**Run 1: metal 1**

Bar = 20 µm. Supply wires on this layer in grey.
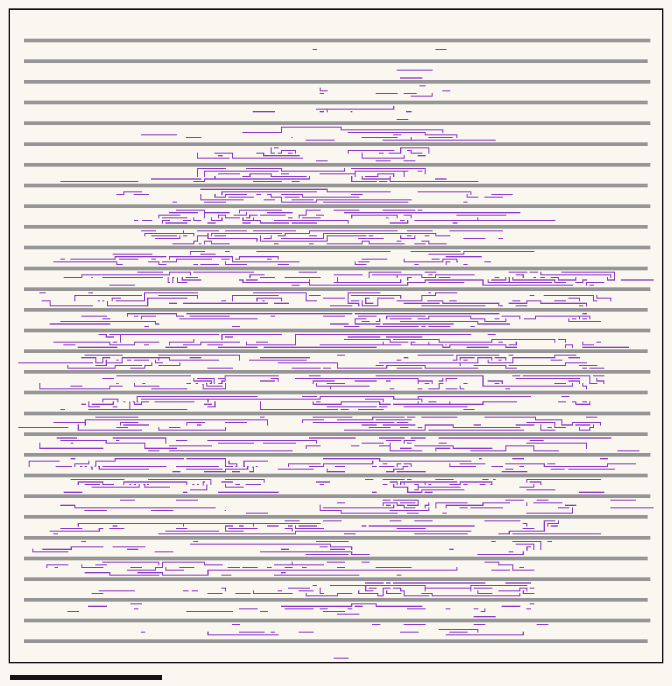
**Run 1: routing congestion**

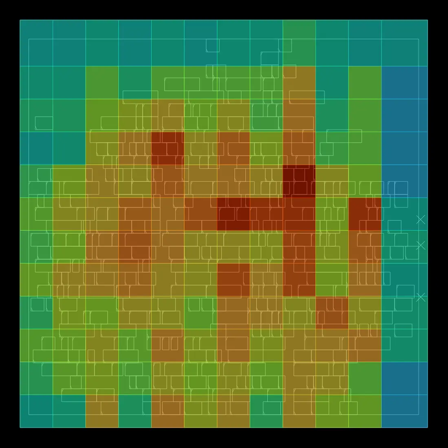
**Run 1: metal 3**

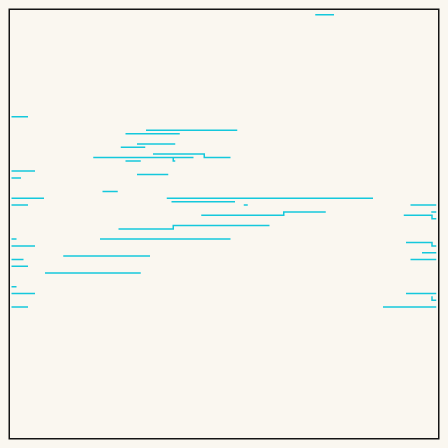
--- src/rtl/rc4_key_schedule_if.sv ---
// Control and S RAM bus between the key-search controller, the S RAM and the RC4 key schedule.
// The master modport is the key-schedule side; the slave modport is the controller/RAM side.
`timescale 1ns/1ps
interface rc4_key_schedule_if #(
  parameter int unsigned KEY_BYTES = 3
);
  logic                   start;
  logic [8*KEY_BYTES-1:0] secret_key;
  logic [7:0]             mem_rdata;
  logic [7:0]             mem_addr;
  logic [7:0]             mem_wdata;
  logic                   mem_wren;
  logic                   busy;
  logic                   done;

  modport master (
    input  start, secret_key, mem_rdata,
    output mem_addr, mem_wdata, mem_wren, busy, done
  );

  modport slave (
    output start, secret_key, mem_rdata,
    input  mem_addr, mem_wdata, mem_wren, busy, done
  );
endinterface

--- src/rtl/rc4_key_schedule.sv ---
// RC4 key-scheduling algorithm over a single-port 256-byte S RAM with one-cycle read latency.
// Initialises S to identity, runs the key-driven swap loop, then holds done until the next start.
`timescale 1ns/1ps
module rc4_key_schedule #(
  parameter int unsigned KEY_BYTES = 3,
  parameter int unsigned S_DEP     = 256
) (
  input logic               clk,
  input logic               reset_n,
  rc4_key_schedule_if.master bus
);

  localparam int unsigned KeyIdxW = (KEY_BYTES > 1) ? $clog2(KEY_BYTES) : 1;
  localparam logic [7:0]         LastIdx = 8'(S_DEP - 1);
  localparam logic [KeyIdxW-1:0] LastKey = KeyIdxW'(KEY_BYTES - 1);

  typedef enum logic [3:0] {
    StIdle,
    StInit,
    StRdI,
    StLatI,
    StRdJ,
    StLatJ,
    StWrI,
    StWrJ,
    StDone
  } state_e;

  state_e              state_q, state_d;
  logic [7:0]          i_q, i_d;
  logic [7:0]          j_q, j_d;
  logic [7:0]          si_q, si_d;
  logic [7:0]          sj_q, sj_d;
  logic [KeyIdxW-1:0]  kidx_q, kidx_d;
  logic [KEY_BYTES-1:0][7:0] key_bytes;
  logic [7:0]          key_byte;

  // Key byte 0 is the MSB byte, so the key index counts down from the top byte and wraps.
  assign key_bytes = bus.secret_key;
  assign key_byte  = key_bytes[kidx_q];

  always_ff @(posedge clk) begin
    if (!reset_n) begin
      state_q <= StIdle;
      i_q     <= 8'h00;
      j_q     <= 8'h00;
      si_q    <= 8'h00;
      sj_q    <= 8'h00;
      kidx_q  <= LastKey;
    end else begin
      state_q <= state_d;
      i_q     <= i_d;
      j_q     <= j_d;
      si_q    <= si_d;
      sj_q    <= sj_d;
      kidx_q  <= kidx_d;
    end
  end

  always_comb begin
    state_d       = state_q;
    i_d           = i_q;
    j_d           = j_q;
    si_d          = si_q;
    sj_d          = sj_q;
    kidx_d        = kidx_q;
    bus.mem_addr  = 8'h00;
    bus.mem_wdata = 8'h00;
    bus.mem_wren  = 1'b0;
    bus.busy      = 1'b1;
    bus.done      = 1'b0;

    unique case (state_q)
      StIdle: begin
        bus.busy = 1'b0;
        i_d      = 8'h00;
        j_d      = 8'h00;
        kidx_d   = LastKey;
        if (bus.start) begin
          state_d = StInit;
        end
      end
      StInit: begin
        bus.mem_addr  = i_q;
        bus.mem_wdata = i_q;
        bus.mem_wren  = 1'b1;
        i_d           = i_q + 8'd1;
        if (i_q == LastIdx) begin
          i_d     = 8'h00;
          j_d     = 8'h00;
          kidx_d  = LastKey;
          state_d = StRdI;
        end
      end
      StRdI: begin
        bus.mem_addr = i_q;
        state_d      = StLatI;
      end
      StLatI: begin
        si_d    = bus.mem_rdata;
        j_d     = j_q + bus.mem_rdata + key_byte;
        state_d = StRdJ;
      end
      StRdJ: begin
        bus.mem_addr = j_q;
        state_d      = StLatJ;
      end
      StLatJ: begin
        sj_d    = bus.mem_rdata;
        state_d = StWrI;
      end
      StWrI: begin
        bus.mem_addr  = i_q;
        bus.mem_wdata = sj_q;
        bus.mem_wren  = 1'b1;
        state_d       = StWrJ;
      end
      StWrJ: begin
        bus.mem_addr  = j_q;
        bus.mem_wdata = si_q;
        bus.mem_wren  = 1'b1;
        if (i_q == LastIdx) begin
          state_d = StDone;
        end else begin
          i_d     = i_q + 8'd1;
          kidx_d  = (kidx_q == '0) ? LastKey : kidx_q - 1'b1;
          state_d = StRdI;
        end
      end
      StDone: begin
        bus.busy = 1'b0;
        bus.done = 1'b1;
        if (bus.start) begin
          i_d     = 8'h00;
          j_d     = 8'h00;
          kidx_d  = LastKey;
          state_d = StInit;
        end
      end
      default: begin
        state_d = StIdle;
      end
    endcase
  end

endmodule

--- src/flat_wrapper.sv ---
// flat-port wrapper written by rule: the top's interface ports become plain ports
module rc4_key_schedule_flat 
#(
  parameter int unsigned KEY_BYTES = 3,
  parameter int unsigned S_DEP     = 256
)
  (clk, reset_n, bus_start, bus_secret_key, bus_mem_rdata, bus_mem_addr, bus_mem_wdata, bus_mem_wren, bus_busy, bus_done);
  rc4_key_schedule_if #(.KEY_BYTES(KEY_BYTES)) bus_i ();
  input logic clk;
  input logic reset_n;
  input wire logic [$bits(bus_i.start)-1:0] bus_start;
  input wire logic [$bits(bus_i.secret_key)-1:0] bus_secret_key;
  input wire logic [$bits(bus_i.mem_rdata)-1:0] bus_mem_rdata;
  output wire logic [$bits(bus_i.mem_addr)-1:0] bus_mem_addr;
  output wire logic [$bits(bus_i.mem_wdata)-1:0] bus_mem_wdata;
  output wire logic [$bits(bus_i.mem_wren)-1:0] bus_mem_wren;
  output wire logic [$bits(bus_i.busy)-1:0] bus_busy;
  output wire logic [$bits(bus_i.done)-1:0] bus_done;
  assign bus_i.start = bus_start;
  assign bus_i.secret_key = bus_secret_key;
  assign bus_i.mem_rdata = bus_mem_rdata;
  assign bus_mem_addr = bus_i.mem_addr;
  assign bus_mem_wdata = bus_i.mem_wdata;
  assign bus_mem_wren = bus_i.mem_wren;
  assign bus_busy = bus_i.busy;
  assign bus_done = bus_i.done;
  rc4_key_schedule #(.KEY_BYTES(KEY_BYTES), .S_DEP(S_DEP)) u_core (.clk(clk), .reset_n(reset_n), .bus(bus_i));
endmodule
--- config.mk ---
export PLATFORM = sky130hd
export DESIGN_NAME = rc4_key_schedule_flat
export DESIGN_NICKNAME = d
export VERILOG_FILES = /design/src/rtl/rc4_key_schedule_if.sv /design/src/rtl/rc4_key_schedule.sv /design/src/flat_wrapper.sv
export SDC_FILE = /design/constraint.sdc
export NUM_CORES = 1
export LEC_CHECK = 0
export CAP_MARGIN = 30
export CORE_MARGIN = 1.5
export CORE_UTILIZATION = 40
export DETAILED_ROUTE_END_ITERATION = 7
export HOLD_SLACK_MARGIN = 0.15
export PLACE_DENSITY = 0.72
export SYNTH_ARGS = -nofsm -noshare
export SYNTH_HDL_FRONTEND = slang
export SYNTH_SLANG_ARGS = --single-unit
--- constraint.sdc ---
create_clock -name clk -period 4 [get_ports clk]
set_input_delay 0.6 -clock clk [delete_from_list [all_inputs] [get_ports clk]]
set_output_delay 0.6 -clock clk [all_outputs]
set_load 0.1 [all_outputs]
==> summary.txt, run 1 <==
The flow run is done. The run finished, with violations left. The checks that failed: design-rule violations. Number of top-level pins landed at approximately 54. The final max-slew violation count recorded for this run is 0. The worst-case max-slew headroom was logged as 31.0%. Remaining global-route overflow landed at 0. Final-layout clock buffer total landed at 6.

For the worst reg-to-reg path, the endpoint reported by OpenROAD is u_core.j_q[6]. Total core area landed at approximately 6500 µm². Tapcell count landed at 77. Power per cell area landed at between 500 and 600 nW/µm². Before placement the cells fill roughly 42% of the core.

The post-route utilization of the core is recorded as between 50% and 60%. Timing would allow up to ~320 MHz. By instance count, the leading cell after synthesis is sky130_fd_sc_hd__nand2_1. The clock tree has to reach 38 sinks. Entering global routing, the biggest net connects 27 pins.

Power dissipated in sequential cells landed at a little under 0.5 mW. Design area landed at between 3000 and 4000 µm². Counting every net in the synthesized netlist gives roughly 380.

Clock tree buffer depth landed at 2. In the layout the commonest cells are 42 x sky130_fd_sc_hd__nand2_1, 38 x sky130_fd_sc_hd__dfxtp_1, 34 x sky130_fd_sc_hd__clkdlybuf4s50_1. The switching component of the power was reported as around 0.88 mW. After synthesis, the largest area contributor takes up about 28% of total cell area. Async set-or-reset flop fraction in the synthesized netlist landed at 0%. Buffers inserted during post-CTS setup optimization landed at 0. Fraction of area in clock buffers and inverters landed at under 10%. In this design, the critical path's most frequently occurring cell is sky130_fd_sc_hd__o21ai_0. Via count of the first global-routing pass landed at ~2.4k.

Portion of total power attributed to combinational logic landed at 50.0%. HPWL after detailed placement landed at roughly 5.4 mm. Of the available clock period, the critical path in the final layout requires between 70% and 80%.

The startpoint identified for the worst register-to-register timing path is u_core.kidx_q[0]. Final hold analysis gives a worst-case slack of ~470 ps. The number of antenna diodes in the final layout is 0. Count of cells resized by post-cts repair landed at 0. Per the OpenROAD floorplan log, the width of the die is between 80 and 90 µm.

Xor/xnor cell area share of the yosys netlist landed at approximately 3.5%. For the worst setup path, the data required time is 4230 ps. Tracing the worst setup path back leads to its startpoint at u_core.kidx_q[0]. Per report_power, the Combinational row totals between 0.9 and 1 mW. Counting the warning lines in the Yosys log gives 0. According to the timing report, the critical path is captured at u_core.j_q[6]. Ranked by instance count, the synthesized netlist is headed by 42 x sky130_fd_sc_hd__nand2_1, 38 x sky130_fd_sc_hd__dfxtp_1, 19 x sky130_fd_sc_hd__nor2_1. Proportion of synthesized area in mux cells landed at approximately 5.9%.

Summing all placed instances gives a cell area of 3230 µm². Wire length of the first global-routing pass landed at roughly 12 mm. Number of CTS-inserted buffers landed at 5. sky130_fd_sc_hd__dfxtp_1 takes more of the synthesized area than any other cell.

The final hold violation count recorded for this run is 0. By area the synthesized netlist is led by sky130_fd_sc_hd__dfxtp_1 28%, sky130_fd_sc_hd__fa_1 5.9%, sky130_fd_sc_hd__mux2i_1 5.9%. Warnings raised by the tools during the run amount to 26. For this run, the detailed router's first-pass iteration total came to 6. Per the gpl log, the routability congestion estimate is about 0.85. The report puts the hold buffer count at CTS at 0. TritonRoute output was used to compute an average wire per cell of roughly 16 µm. Netlist area before placement landed at roughly 2700 µm². The final timing report derives a shortest allowable period of between 3000 and 4000 ps. The worst register-to-register path has a depth of 10. Number of logic gates landed at roughly 250.

There are 38 flip-flops and latches. The report lists the cells along the critical path as nor2b_1, nand2_1, o21ai_0, fa_1, ha_1, o21ai_0, o21bai_1, a21oi_1, or4b_1, nand3_1. Number of enable flip-flop cells landed at 0. Across all register-to-register paths, the minimum setup slack is roughly 860 ps. Die area landed at between 7000 and 8000 µm². Count of state elements after synthesis landed at 38.

Ranked by total area, the top cell class in this layout is logic gates. Setup repair after global routing left no endpoint under its margin. The design draws around 1.8 mW. Number of core rows landed at 29. The synthesized netlist handed to floorplanning was reported with a cell count of 329. The clock network consumes a total of about 0.42 mW.

For this run, design rule violations remaining after detail routing come to 3. Sequential cell area in the final layout landed at between 700 and 800 µm². The commonest register cell is sky130_fd_sc_hd__dfxtp_1. Cell count after placement landed at about 440.

Detailed route wirelength on metal3 landed at between 300 and 400 µm. After layout, the buffer instance count without clock buffers stands at 59. In this run, the synthesized area fraction spent on adder and majority cells is recorded as a little under a tenth. TritonCTS built the clock tree. Maximum single-stage delay on the critical path landed at 540 ps. Non-clock buffers make up 15.6% of the layout cell area. On the final layout, the worst clock skew is around 10 ps.

Internal power of the cells landed at 0.934 mW. For met2 alone, demand over resource in global routing was between 30% and 40%. Maximum fanout encountered on the critical timing path landed at 10. Setup total negative slack on the finished layout was measured at 0 ps.

The violation tally recorded at the end of detailed-routing iteration 0 is 181. The slowest stage of the critical path belongs to the cell sky130_fd_sc_hd__dfxtp_1. Leaving out fill and tap cells, the most frequent cell in the layout is sky130_fd_sc_hd__nand2_1. In this run the top signal layer used is met4.

Looking at hold timing, the worst path starts from u_core.si_q[6]. Number of H-tree levels landed at 2. STA classifies the critical path startpoint as a register. Sequential portion of the cell area landed at 22.5%. In the hold report, the worst path ends at u_core.si_q[6]. Unique cell type count in the Yosys netlist landed at slightly below 60.

Non-clock inverter total of the final layout landed at 14. Logic area landed at between 1500 and 2000 µm². Multi-input gate share of total cell area landed at a little over half.

Per the run report, area growth between synthesis and finish was 23.8%. Via-per-instance ratio landed at between 5 and 6. Post-synthesis share of cell area spent on and-or and or-and gates landed at approximately 22%.

Final critical-path setup slack landed at roughly 860 ps. The clock reaches the later pin of the worst-skew pair after 290 ps. The number of maximum-capacitance violations recorded for the run is 0. Average cell area after synthesis landed at a little over 8 µm². Static leakage landed at between 1 and 1.5 nW. For reference, the top logic cell family by area is simple AND/OR/NAND/NOR gates. In this run, flip-flops and latches consume between 20% and 30% of the power. Number of antenna violations at the first check in global routing landed at 0. Per the post-run analysis, buffers plus inverters along the critical path come to 0. In the per-layer summary, the met1 wirelength comes to about 3.6 mm. The cell family contributing the most delay on the critical path is simple AND/OR/NAND/NOR gates. The critical path in this run is classified as register to register. Summing the sequential cell areas from Yosys gives 27.9% of the chip area.

The worst setup path is captured at a register. Share of power burned in the clock network landed at 23.0%. Clock-pin slew was measured on the worst setup and hold paths at roughly 80 ps.

Net switching is between 40 and 50% of the power. CTS placed an instance of sky130_fd_sc_hd__clkbuf_8 at the clock tree root. From the final report, the count of setup violators was given as 0.
## Picture notes: 'metal 1'
The layer holds 49% of the routed length. 383 nets have wire on it. The wires run mostly horizontal. The longest straight run is 32.7 µm.
met1 Resource Use GR: 30.3%
Via Count: 2542

## Picture notes: 'routing congestion'
global-route usage over all layers: 20.8%
busiest layer in global routing: met2

## Picture notes: 'metal 3'
35 nets have wire on it. The layer carries 343 µm of wire. The longest straight run is 40.9 µm.
post-detailed-routing wire length: 7.28 mm
met3 usage in global routing: 2.79%

**Run 1: M2 wires**

Cells faint in the background.
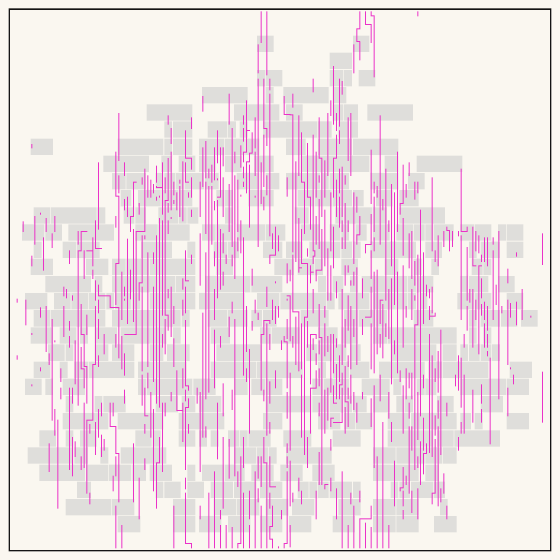

## Run 2: what changed since run 1
- clock period: 4 -> 3.01 ns (I/O delays scaled with it)
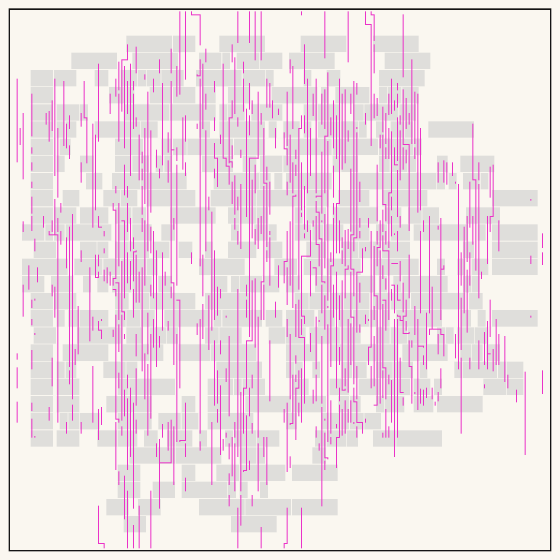
**Above:** run 2 (M2 wires).
Cells faint in the background.
The longest straight run is 32.0 µm. The layer carries 3540 µm of wire. The wires run mostly vertical. The layer holds 49% of the routed length.
GR met2 Demand/Resource: 35.7%
post-detailed-routing wire length: 7.29 mm
Via Count: 2593

==> summary.txt, run 2 <==
The flow run is done. The post-synthesis share of cell area spent on and-or and or-and gates is 22.0% (unchanged). The most common cell in the synthesized netlist is sky130_fd_sc_hd__nand2_1. Number of top-level pins landed at 54 (unchanged). Count of state elements after synthesis landed at 38 (unchanged). The relative area of non-clock buffer cells in the final design came to 22.3% (+6.7 points).

Yosys synthesis warning count landed at 0 (unchanged). Combined global-route utilization of all metal layers landed at 21.1% (+0.31 points). The clock latency reported for the late side of the worst-skew pair came to 290 ps (about the same). The fraction of area in clock buffers and inverters came to 3.83% (-0.39 points). The synthesized design spends more area on one cell type than any other, namely sky130_fd_sc_hd__dfxtp_1.

The root buffer cell chosen for the clock tree is sky130_fd_sc_hd__clkbuf_8. Average wire per standard cell landed at 15.9 µm (-2.5%). The worst slew slack as a fraction of its limit was 52.4% (+21 points).

Max-cap violation count landed at 0 (unchanged). Count of cells along the worst register-to-register path landed at 11 (+1). Per STA, the worst path accumulates the most delay in the family simple AND/OR/NAND/NOR gates. Unique cell type count in the Yosys netlist landed at 59 (unchanged). Async set-or-reset flop fraction in the synthesized netlist landed at 0% (unchanged).

Leaving out fill and tap cells, the most frequent cells in the layout are 42 x sky130_fd_sc_hd__nand2_1, 37 x sky130_fd_sc_hd__dfxtp_1, 34 x sky130_fd_sc_hd__clkdlybuf4s50_1. The share of the core filled by cells before placement is 42.3% (unchanged). Routability congestion estimate landed at 0.938 (+11%). Per STA, the startpoint of the critical path is u_core.state_q[0]. The worst setup path is captured at an output pin. The combinational cell power was 1.47 mW (+62%). The number of endpoints failing setup at the final stage is 0 (unchanged).

The power per cell area came to 708 nW/µm² (+32%). Number of H-tree levels landed at 2 (unchanged). The worst register-to-register path begins at u_core.kidx_q[0]. The number of antenna violations at the first check in global routing was 0 (unchanged).

The signal on the critical path passes through nor4b_2, buf_4, a222oi_1, inv_1, buf_12. The reported net switching power is 1.21 mW (+37%). Tool warning count landed at 26 (unchanged). Setup repair after global routing left no endpoint under its margin. The sequential portion of the cell area came to 20.5% (-2.1 points). The count of cells resized by post-cts repair came to 0 (unchanged). The pin count of the biggest net entering global routing was 23 (-15%). Final critical-path setup slack landed at 219 ps (-638 ps). Die area landed at 7330 µm² (unchanged). Instance area after placement landed at 3570 µm² (+11%).

Clock tree buffer depth landed at 2 (unchanged). Non-clock inverter total of the final layout landed at 14 (unchanged). The number of core rows is 29 (unchanged).

The top cell type in the final layout, fill and taps aside, is sky130_fd_sc_hd__nand2_1. The maximum single-stage delay on the critical path is 690 ps (+150 ps). The post-synthesis adder-cell area fraction is 9.54% (unchanged). The number of CTS-inserted buffers was 5 (unchanged). First-pass iteration count of the detailed router landed at 6 (unchanged). Xor/xnor cell area share of the yosys netlist landed at 3.53% (unchanged).

Shortest clock period the worst path allows after layout landed at roughly 2800 ps. The violation count after the first detailed-route iteration was 240 (+33%). Sequential cell area fraction in the yosys report landed at 27.9% (unchanged). Highest clock frequency the design can meet landed at 358 MHz. The number of DRC violations after detailed routing is 2 (-1). The final-layout clock buffer total was 6 (unchanged). The flow ran to the end, but the final reports show violations. The area growth from synthesis to layout is 36.4%.

The maximum fanout encountered on the critical timing path came to 12 (+2). The number of sinks handled by clock tree synthesis came to 38 (unchanged). The power after layout was 2.64 mW (+45%). The required arrival time at the worst endpoint was 2560 ps (-1670 ps). The post-synthesis cell count came to 329 (unchanged). Antenna diode instance count landed at 0 (unchanged). Internal power of the cells landed at 1.42 mW (+52%). The checks that failed: design-rule violations. The number of logic gates came to 251 (unchanged).

Among all flip-flop cells after synthesis, the most frequent one is sky130_fd_sc_hd__dfxtp_1. Remaining global-route overflow landed at 0 (unchanged).
No activity file was given, so power comes from the tool's default toggle rates.
